## src/rtl/instruction_fetch_stage_pkg.sv

```systemverilog
// Shared constants, IF/ID payload type and helpers for the instruction fetch stage.
package instruction_fetch_stage_pkg;

  localparam logic [31:0] NOP_ENC          = 32'h0000_0000; // sll $0,$0,0
  localparam logic [31:0] DEFAULT_RESET_PC = 32'h0000_0000;
  localparam logic [31:0] PC_INC           = 32'd4;

  typedef struct packed {
    logic [31:0] instr;
    logic [31:0] pc_plus4;
    logic        valid;
  } if_id_t;

  typedef enum logic [1:0] {
    SEL_SEQ    = 2'd0,
    SEL_BRANCH = 2'd1,
    SEL_JUMP   = 2'd2,
    SEL_HOLD   = 2'd3
  } pc_sel_e;

  function automatic logic [31:0] sat_inc(input logic [31:0] v);
    return (v == 32'hFFFF_FFFF) ? v : v + 32'd1;
  endfunction

endpackage

```

## src/rtl/instruction_fetch_stage_if_id_register.sv

```systemverilog
// IF/ID pipeline register: reset > hold (stall) > squash > capture.
module if_id_register
  import instruction_fetch_stage_pkg::*;
#(
  parameter logic [31:0] NOP_INSTR = NOP_ENC
)(
  input  logic        clk,
  input  logic        reset,
  input  logic        hold,
  input  logic        squash,
  input  logic [31:0] instr_in,
  input  logic [31:0] pc_plus4_in,
  output logic [31:0] instr,
  output logic [31:0] pc_plus4,
  output logic        valid
);

  if_id_t q;
  if_id_t bubble;

  assign bubble = '{instr: NOP_INSTR, pc_plus4: 32'd0, valid: 1'b0};

  always_ff @(posedge clk) begin
    if (reset)       q <= bubble;
    else if (hold)   q <= q;
    else if (squash) q <= bubble;
    else             q <= '{instr: instr_in, pc_plus4: pc_plus4_in, valid: 1'b1};
  end

  assign instr    = q.instr;
  assign pc_plus4 = q.pc_plus4;
  assign valid    = q.valid;

endmodule

```

## src/rtl/instruction_fetch_stage.sv

```systemverilog
// IF stage: PC register, next-PC select and IF/ID register.
// Optional stall/squash counters when FETCH_PERF_COUNT_EN is defined.
module instruction_fetch_stage
  import instruction_fetch_stage_pkg::*;
#(
  parameter logic [31:0] RESET_PC  = DEFAULT_RESET_PC,
  parameter logic [31:0] NOP_INSTR = NOP_ENC
)(
  input  logic        clk,
  input  logic        reset,
  input  logic        stall,
  input  logic        branch_taken,
  input  logic [31:0] branch_target,
  input  logic        jump,
  input  logic [31:0] jump_target,
  output logic [31:0] imem_addr,
  input  logic [31:0] imem_data,
  output logic [31:0] pc,
  output logic [31:0] instr_id,
  output logic [31:0] pc_plus4_id,
  output logic        valid_id
`ifdef FETCH_PERF_COUNT_EN
  ,
  output logic [31:0] stall_cycles,
  output logic [31:0] squash_cycles
`endif
);

  pc_sel_e     sel;
  logic [31:0] pc_inc;
  logic [31:0] pc_next;
  logic        redirect;

  assign pc_inc    = pc + PC_INC;
  assign imem_addr = pc;

  always_comb begin
    sel = SEL_SEQ;
    if (stall)             sel = SEL_HOLD;
    else if (jump)         sel = SEL_JUMP;
    else if (branch_taken) sel = SEL_BRANCH;
  end

  // Targets pass through unaligned; ID owns alignment checks.
  always_comb begin
    pc_next = pc_inc;
    case (sel)
      SEL_HOLD:   pc_next = pc;
      SEL_JUMP:   pc_next = jump_target;
      SEL_BRANCH: pc_next = branch_target;
      default:    pc_next = pc_inc;
    endcase
  end

  assign redirect = (sel == SEL_JUMP) || (sel == SEL_BRANCH);

  always_ff @(posedge clk) begin
    if (reset) pc <= RESET_PC;
    else       pc <= pc_next;
  end

  if_id_register #(.NOP_INSTR(NOP_INSTR)) u_if_id (
    .clk        (clk),
    .reset      (reset),
    .hold       (stall),
    .squash     (redirect),
    .instr_in   (imem_data),
    .pc_plus4_in(pc_inc),
    .instr      (instr_id),
    .pc_plus4   (pc_plus4_id),
    .valid      (valid_id)
  );

`ifdef FETCH_PERF_COUNT_EN
  always_ff @(posedge clk) begin
    if (reset) begin
      stall_cycles  <= 32'd0;
      squash_cycles <= 32'd0;
    end else begin
      if (stall)    stall_cycles  <= sat_inc(stall_cycles);
      if (redirect) squash_cycles <= sat_inc(squash_cycles);
    end
  end
`endif

endmodule

```

## config.mk

```make
export PLATFORM = sky130hd
export DESIGN_NAME = instruction_fetch_stage
export DESIGN_NICKNAME = d
export VERILOG_FILES = /design/src/rtl/instruction_fetch_stage_pkg.sv /design/src/rtl/instruction_fetch_stage_if_id_register.sv /design/src/rtl/instruction_fetch_stage.sv
export SDC_FILE = /design/constraint.sdc
export NUM_CORES = 1
export LEC_CHECK = 0
export CAP_MARGIN = 5
export CORE_ASPECT_RATIO = 0.8
export CORE_MARGIN = 4
export CORE_UTILIZATION = 42
export CTS_CLUSTER_DIAMETER = 40
export DETAILED_ROUTE_END_ITERATION = 7
export PLACE_DENSITY = 0.86
export SKIP_LAST_GASP = 1
export SLEW_MARGIN = 0
export SYNTH_ARGS = -nofsm -noshare
export SYNTH_HDL_FRONTEND = slang
export SYNTH_SLANG_ARGS = --single-unit
```

## constraint.sdc

```tcl
create_clock -name clk -period 2.97 [get_ports clk]
set_input_delay 0.297 -clock clk [delete_from_list [all_inputs] [get_ports clk]]
set_output_delay 0.297 -clock clk [all_outputs]
set_load 0.005 [all_outputs]
```

Fig. 1: run 1, routing congestion map
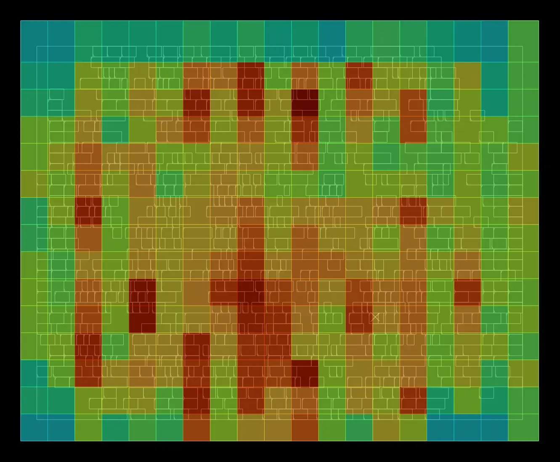
met1 GRT Util: 33.71%
gr busiest metal: met2
post-layout util: 64.80%

Fig. 2: run 1, port wiring
The bar under the picture is 50 µm long.
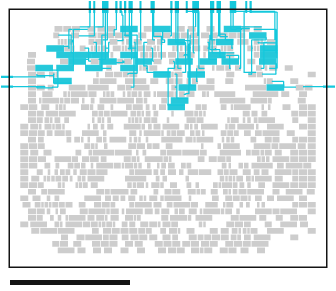
| port | color | direction | edge | end cells | buffers | wire |
|---|---|---|---|---|---|---|
| instr_id | cyan | output | 29 north, 2 west, 1 east | 32 | 32 | 1100 µm |

Fig. 3: run 1, gate families picked out
The bar under the picture is 50 µm long.
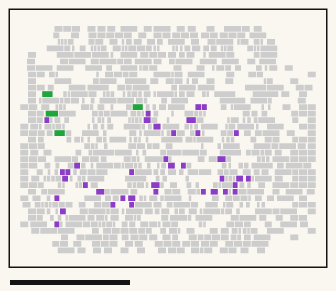
| family | color | cells | most used |
|---|---|---|---|
| fa/ha/maj cells | green | 4 | ha_1 |
| and/or cells | purple | 38 | and3_1 |

==> tab_implementation.tex, run 1 <==
% Generated from flow reports
\begin{tabular}{lr}
\hline
Metric & Value \\
\hline
\multicolumn{2}{l}{\textbf{Status}} \\
\quad Result of the run & finished with violations \\
\quad Violations in the final reports & design-rule violations \\
\multicolumn{2}{l}{\textbf{Worst setup path}} \\
\quad Critical path data arrival time & 2.78 ns \\
\quad Number of cells on the critical path & 7 \\
\quad Worst setup endpoint & u\_if\_id.instr[25]\$\_SDFFE\_PP0N\_ \\
\multicolumn{2}{l}{\textbf{Finish}} \\
\quad Combinational fraction of the cell area & 35.50\% \\
\quad Fraction of final layout cells sized beyond drive strength 1 & 7.478\% \\
\quad Post-layout instance count excluding filler cells & 937 \\
\quad Diodes inserted & 0 \\
\quad Seq. cell area & 0.001942 mm² \\
\multicolumn{2}{l}{\textbf{Synthesis}} \\
\quad Floorplan net count & 717 \\
\quad Synth unique cells & 57 \\
\quad Area fraction in full adders, half adders and majority gates & 0.9690\% \\
\multicolumn{2}{l}{\textbf{Drt}} \\
\quad Number of DRC violations after detailed routing & 2 \\
\quad Wire length on met1 & 7.870 mm \\
\quad Residual antenna-violating net count after detailed routing & 0 \\
\quad First-pass detailed-route iteration total & 8 \\
\multicolumn{2}{l}{\textbf{Die}} \\
\quad Std-Cell Rows & 35 \\
\quad Die Y-Extent & 107.2 µm \\
\multicolumn{2}{l}{\textbf{STA}} \\
\quad Final Max Slew Viols & 0 \\
\multicolumn{2}{l}{\textbf{Clocking}} \\
\quad Root Buffer & sky130\_fd\_sc\_hd\_\_clkbuf\_16 \\
\quad Number of CTS-inserted buffers & 9 \\
\multicolumn{2}{l}{\textbf{Placement}} \\
\quad Total half-perimeter wirelength after legalization and detailed placement & 14.07 mm \\
\hline
\end{tabular}
==> inputs of run 2 (changes only) <==
Settings changed: CORE_UTILIZATION 42 to 38, PLACE_DENSITY 0.86 to 0.83.
Clock period 2.97 ns to 2.2 ns, I/O delays scaled along.
==> run 2 against run 1 <==
Net effect:
- the run now ends clean
- power is 32% higher
- combinational power rose by 48%
- first-iteration DRC count increased by 46%
- via count is 1.5% higher
- sequential share of layout area decreased by 1.0 points
- core utilization decreased by 4.2 points
- clock skew fell by 0.0036 ns
- flip-flop count stayed put
- clock power up 21%
- routed wire length barely moved
- design area up 4.1%
- final cell count up 6.9%
- critical path type is now register to register
- critical endpoint is now imem_addr[19]$_SDFFE_PP0P_
- highest routed layer unchanged
==> tab_implementation.tex, run 2 <==
% Generated from flow reports
\begin{tabular}{lr}
\hline
Metric & Value \\
\hline
\multicolumn{2}{l}{\textbf{Status}} \\
\quad Result of the run & finished clean (was finished with violations) \\
\multicolumn{2}{l}{\textbf{Finish}} \\
\quad Number of clock buffer instances in the layout & 9 (was 11) \\
\quad Fraction of final layout cells sized beyond drive strength 1 & 11.85\% (was 7.478\%) \\
\quad Diodes inserted & 0 (unchanged) \\
\quad Post-layout instance count excluding filler cells & 1002 (was 937) \\
\quad Largest cell class & non-clock buffers (was multi-input combinational cells) \\
\quad Combinational fraction of the cell area & 34.11\% (was 35.50\%) \\
\quad Seq. cell area & 0.001942 mm² (unchanged) \\
\multicolumn{2}{l}{\textbf{Clocking}} \\
\quad Root Buffer & sky130\_fd\_sc\_hd\_\_clkbuf\_16 (unchanged) \\
\quad Maximum clock path buffer count & 2 (unchanged) \\
\multicolumn{2}{l}{\textbf{Worst setup path}} \\
\quad Worst setup endpoint & imem\_addr[19]\$\_SDFFE\_PP0P\_ (was u\_if\_id.instr[25]\$\_SDFFE\_PP0N\_) \\
\quad Critical path data arrival time & 2.35 ns (was 2.78 ns) \\
\quad Category of the worst setup path capture point & register (unchanged) \\
\quad Number of cells on the critical path & 5 (was 7) \\
\quad Reg2Reg Depth & 5 (was 6) \\
\multicolumn{2}{l}{\textbf{Die}} \\
\quad Std-Cell Rows & 37 (was 35) \\
\quad Floorplan die width & 138.3 µm (was 132.0 µm) \\
\quad Die Y-Extent & 112.3 µm (was 107.2 µm) \\
\multicolumn{2}{l}{\textbf{Worst hold path}} \\
\quad Hold WC Path Type & input pin to register (unchanged) \\
\multicolumn{2}{l}{\textbf{Pwr}} \\
\quad Proportion of power drawn by combinational gates & 22.8\% (was 20.1\%) \\
\multicolumn{2}{l}{\textbf{Global route}} \\
\quad Gr busiest metal & met2 (unchanged) \\
\multicolumn{2}{l}{\textbf{Synthesis}} \\
\quad Synth unique cells & 57 (unchanged) \\
\quad Area fraction in full adders, half adders and majority gates & 0.9690\% (unchanged) \\
\quad Floorplan net count & 717 (unchanged) \\
\multicolumn{2}{l}{\textbf{Drt}} \\
\quad Number of DRC violations after detailed routing & 0 (was 2) \\
\quad First-pass detailed-route iteration total & 6 (was 8) \\
\quad Uppermost layer routed & met4 (unchanged) \\
\quad Vias & 5597 (was 5512) \\
\quad Wire length on met1 & 8.052 mm (was 7.870 mm) \\
\quad Residual antenna-violating net count after detailed routing & 0 (unchanged) \\
\quad First DRT Iteration DRCs & 696 (was 478) \\
\multicolumn{2}{l}{\textbf{STA}} \\
\quad Min Tclk post-route & 2.092 ns \\
\quad Final Max Slew Viols & 0 (unchanged) \\
\multicolumn{2}{l}{\textbf{Placement}} \\
\quad Total half-perimeter wirelength after legalization and detailed placement & 14.03 mm (was 14.07 mm) \\
\hline
\end{tabular}
Fig. 4: run 2, routing congestion map
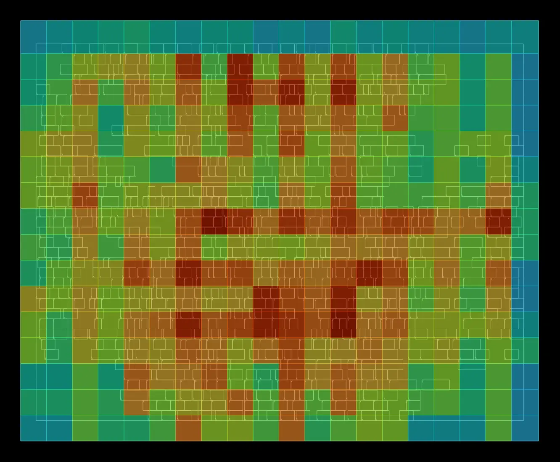
All-Layer GR Usage: 22.85%
post-layout util: 60.64%
met2 usage: 35.79%
fraction of met3 tracks used by global routing: 5.409%
met1 GRT Util: 31.45%

Fig. 5: run 2, metal layers overlaid
The bar under the picture is 50 µm long.
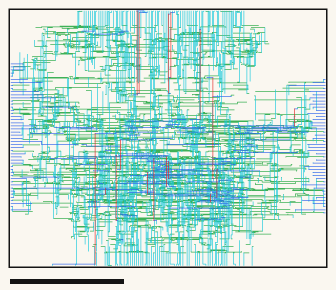
| layer | color | wire length |
|---|---|---|
| metal 3 | blue | 1720 µm |
| metal 2 | cyan | 8450 µm |
| metal 1 | green | 8050 µm |
| metal 4 | red | 401 µm |

Fig. 6: run 2, port wiring
The bar under the picture is 50 µm long.
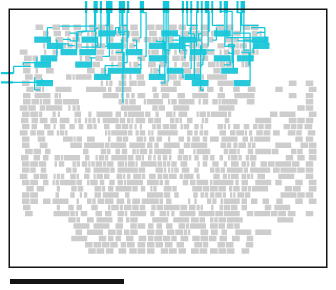
| port | color | direction | edge | end cells | buffers | wire |
|---|---|---|---|---|---|---|
| instr_id | cyan | output | 30 north, 2 west | 32 | 32 | 991 µm |

==> inputs of run 3 (changes only) <==
Settings changed: CTS_CLUSTER_SIZE from default to 24.
==> run 3 against run 2 <==
Net effect:
- synthesized cell count unchanged
- design area unchanged
- routed wire length unchanged
- worst setup slack unchanged
- combinational power about the same
- maximum frequency unchanged
- power unchanged
- via count unchanged
==> tab_implementation.tex, run 3 <==
% Generated from flow reports
\begin{tabular}{lr}
\hline
Metric & Value \\
\hline
\multicolumn{2}{l}{\textbf{Status}} \\
\quad Result of the run & finished clean (unchanged) \\
\multicolumn{2}{l}{\textbf{Placement}} \\
\quad Total half-perimeter wirelength after legalization and detailed placement & 14.03 mm (unchanged) \\
\quad Number of port buffers & 229 (unchanged) \\
\multicolumn{2}{l}{\textbf{Global route}} \\
\quad Met2 usage & 35.79\% (unchanged) \\
\quad Met1 GRT Util & 31.45\% (unchanged) \\
\quad All-Layer GR Usage & 22.85\% (unchanged) \\
\quad Gr busiest metal & met2 (unchanged) \\
\multicolumn{2}{l}{\textbf{Die}} \\
\quad Die Y-Extent & 112.3 µm (unchanged) \\
\quad Std-Cell Rows & 37 (unchanged) \\
\multicolumn{2}{l}{\textbf{Clocking}} \\
\quad Maximum clock path buffer count & 2 (unchanged) \\
\quad Root Buffer & sky130\_fd\_sc\_hd\_\_clkbuf\_16 (unchanged) \\
\multicolumn{2}{l}{\textbf{Finish}} \\
\quad Combinational fraction of the cell area & 34.11\% (unchanged) \\
\quad Fraction of final layout cells sized beyond drive strength 1 & 11.85\% (unchanged) \\
\quad Largest cell class & non-clock buffers (unchanged) \\
\quad Post-layout instance count excluding filler cells & 1002 (unchanged) \\
\quad Seq. cell area & 0.001942 mm² (unchanged) \\
\multicolumn{2}{l}{\textbf{Drt}} \\
\quad Number of DRC violations after detailed routing & 0 (unchanged) \\
\quad Vias & 5597 (unchanged) \\
\quad First DRT Iteration DRCs & 696 (unchanged) \\
\quad First-pass detailed-route iteration total & 6 (unchanged) \\
\quad Uppermost layer routed & met4 (unchanged) \\
\multicolumn{2}{l}{\textbf{STA}} \\
\quad Final Max Slew Viols & 0 (unchanged) \\
\quad Min Tclk post-route & 2.092 ns (unchanged) \\
\multicolumn{2}{l}{\textbf{Pwr}} \\
\quad Proportion of power drawn by combinational gates & 22.8\% (about the same) \\
\quad Switching part of the total power & 28.33\% (unchanged) \\
\multicolumn{2}{l}{\textbf{Worst setup path}} \\
\quad Number of cells on the critical path & 5 (unchanged) \\
\quad Worst setup endpoint & imem\_addr[19]\$\_SDFFE\_PP0P\_ (unchanged) \\
\quad Critical path data arrival time & 2.35 ns (about the same) \\
\quad Reg2Reg Depth & 5 (unchanged) \\
\multicolumn{2}{l}{\textbf{Worst hold path}} \\
\quad Hold worst-path end & imem\_addr[9]\$\_SDFFE\_PP0P\_ (unchanged) \\
\hline
\end{tabular}
Fig. 7: run 3, port wiring
The bar under the picture is 50 µm long.
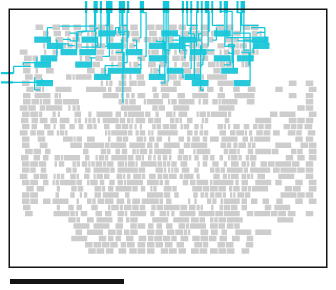
| port | color | direction | edge | end cells | buffers | wire |
|---|---|---|---|---|---|---|
| instr_id | cyan | output | 30 north, 2 west | 32 | 32 | 991 µm |

Fig. 8: run 3, metal layers overlaid
The bar under the picture is 50 µm long.
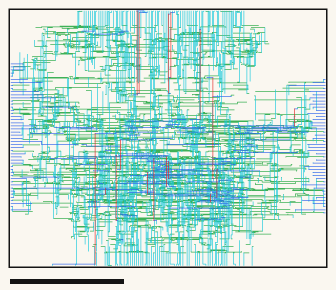
| layer | color | wire length |
|---|---|---|
| metal 2 | cyan | 8450 µm |
| metal 4 | red | 401 µm |
| metal 1 | green | 8050 µm |
| metal 3 | blue | 1720 µm |

Fig. 9: run 3, routing congestion map
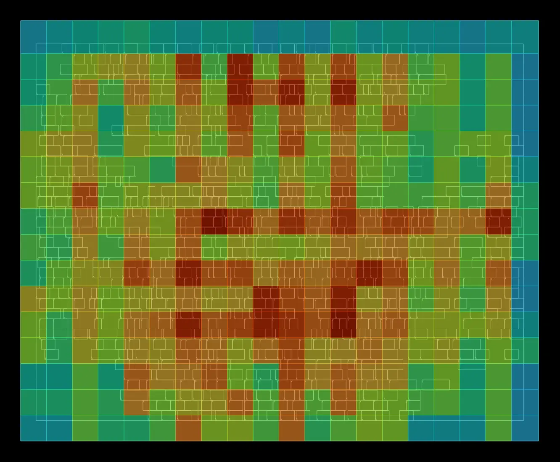
wire per inst: 18.59 µm

Power is estimated from default activity; no workload was simulated.
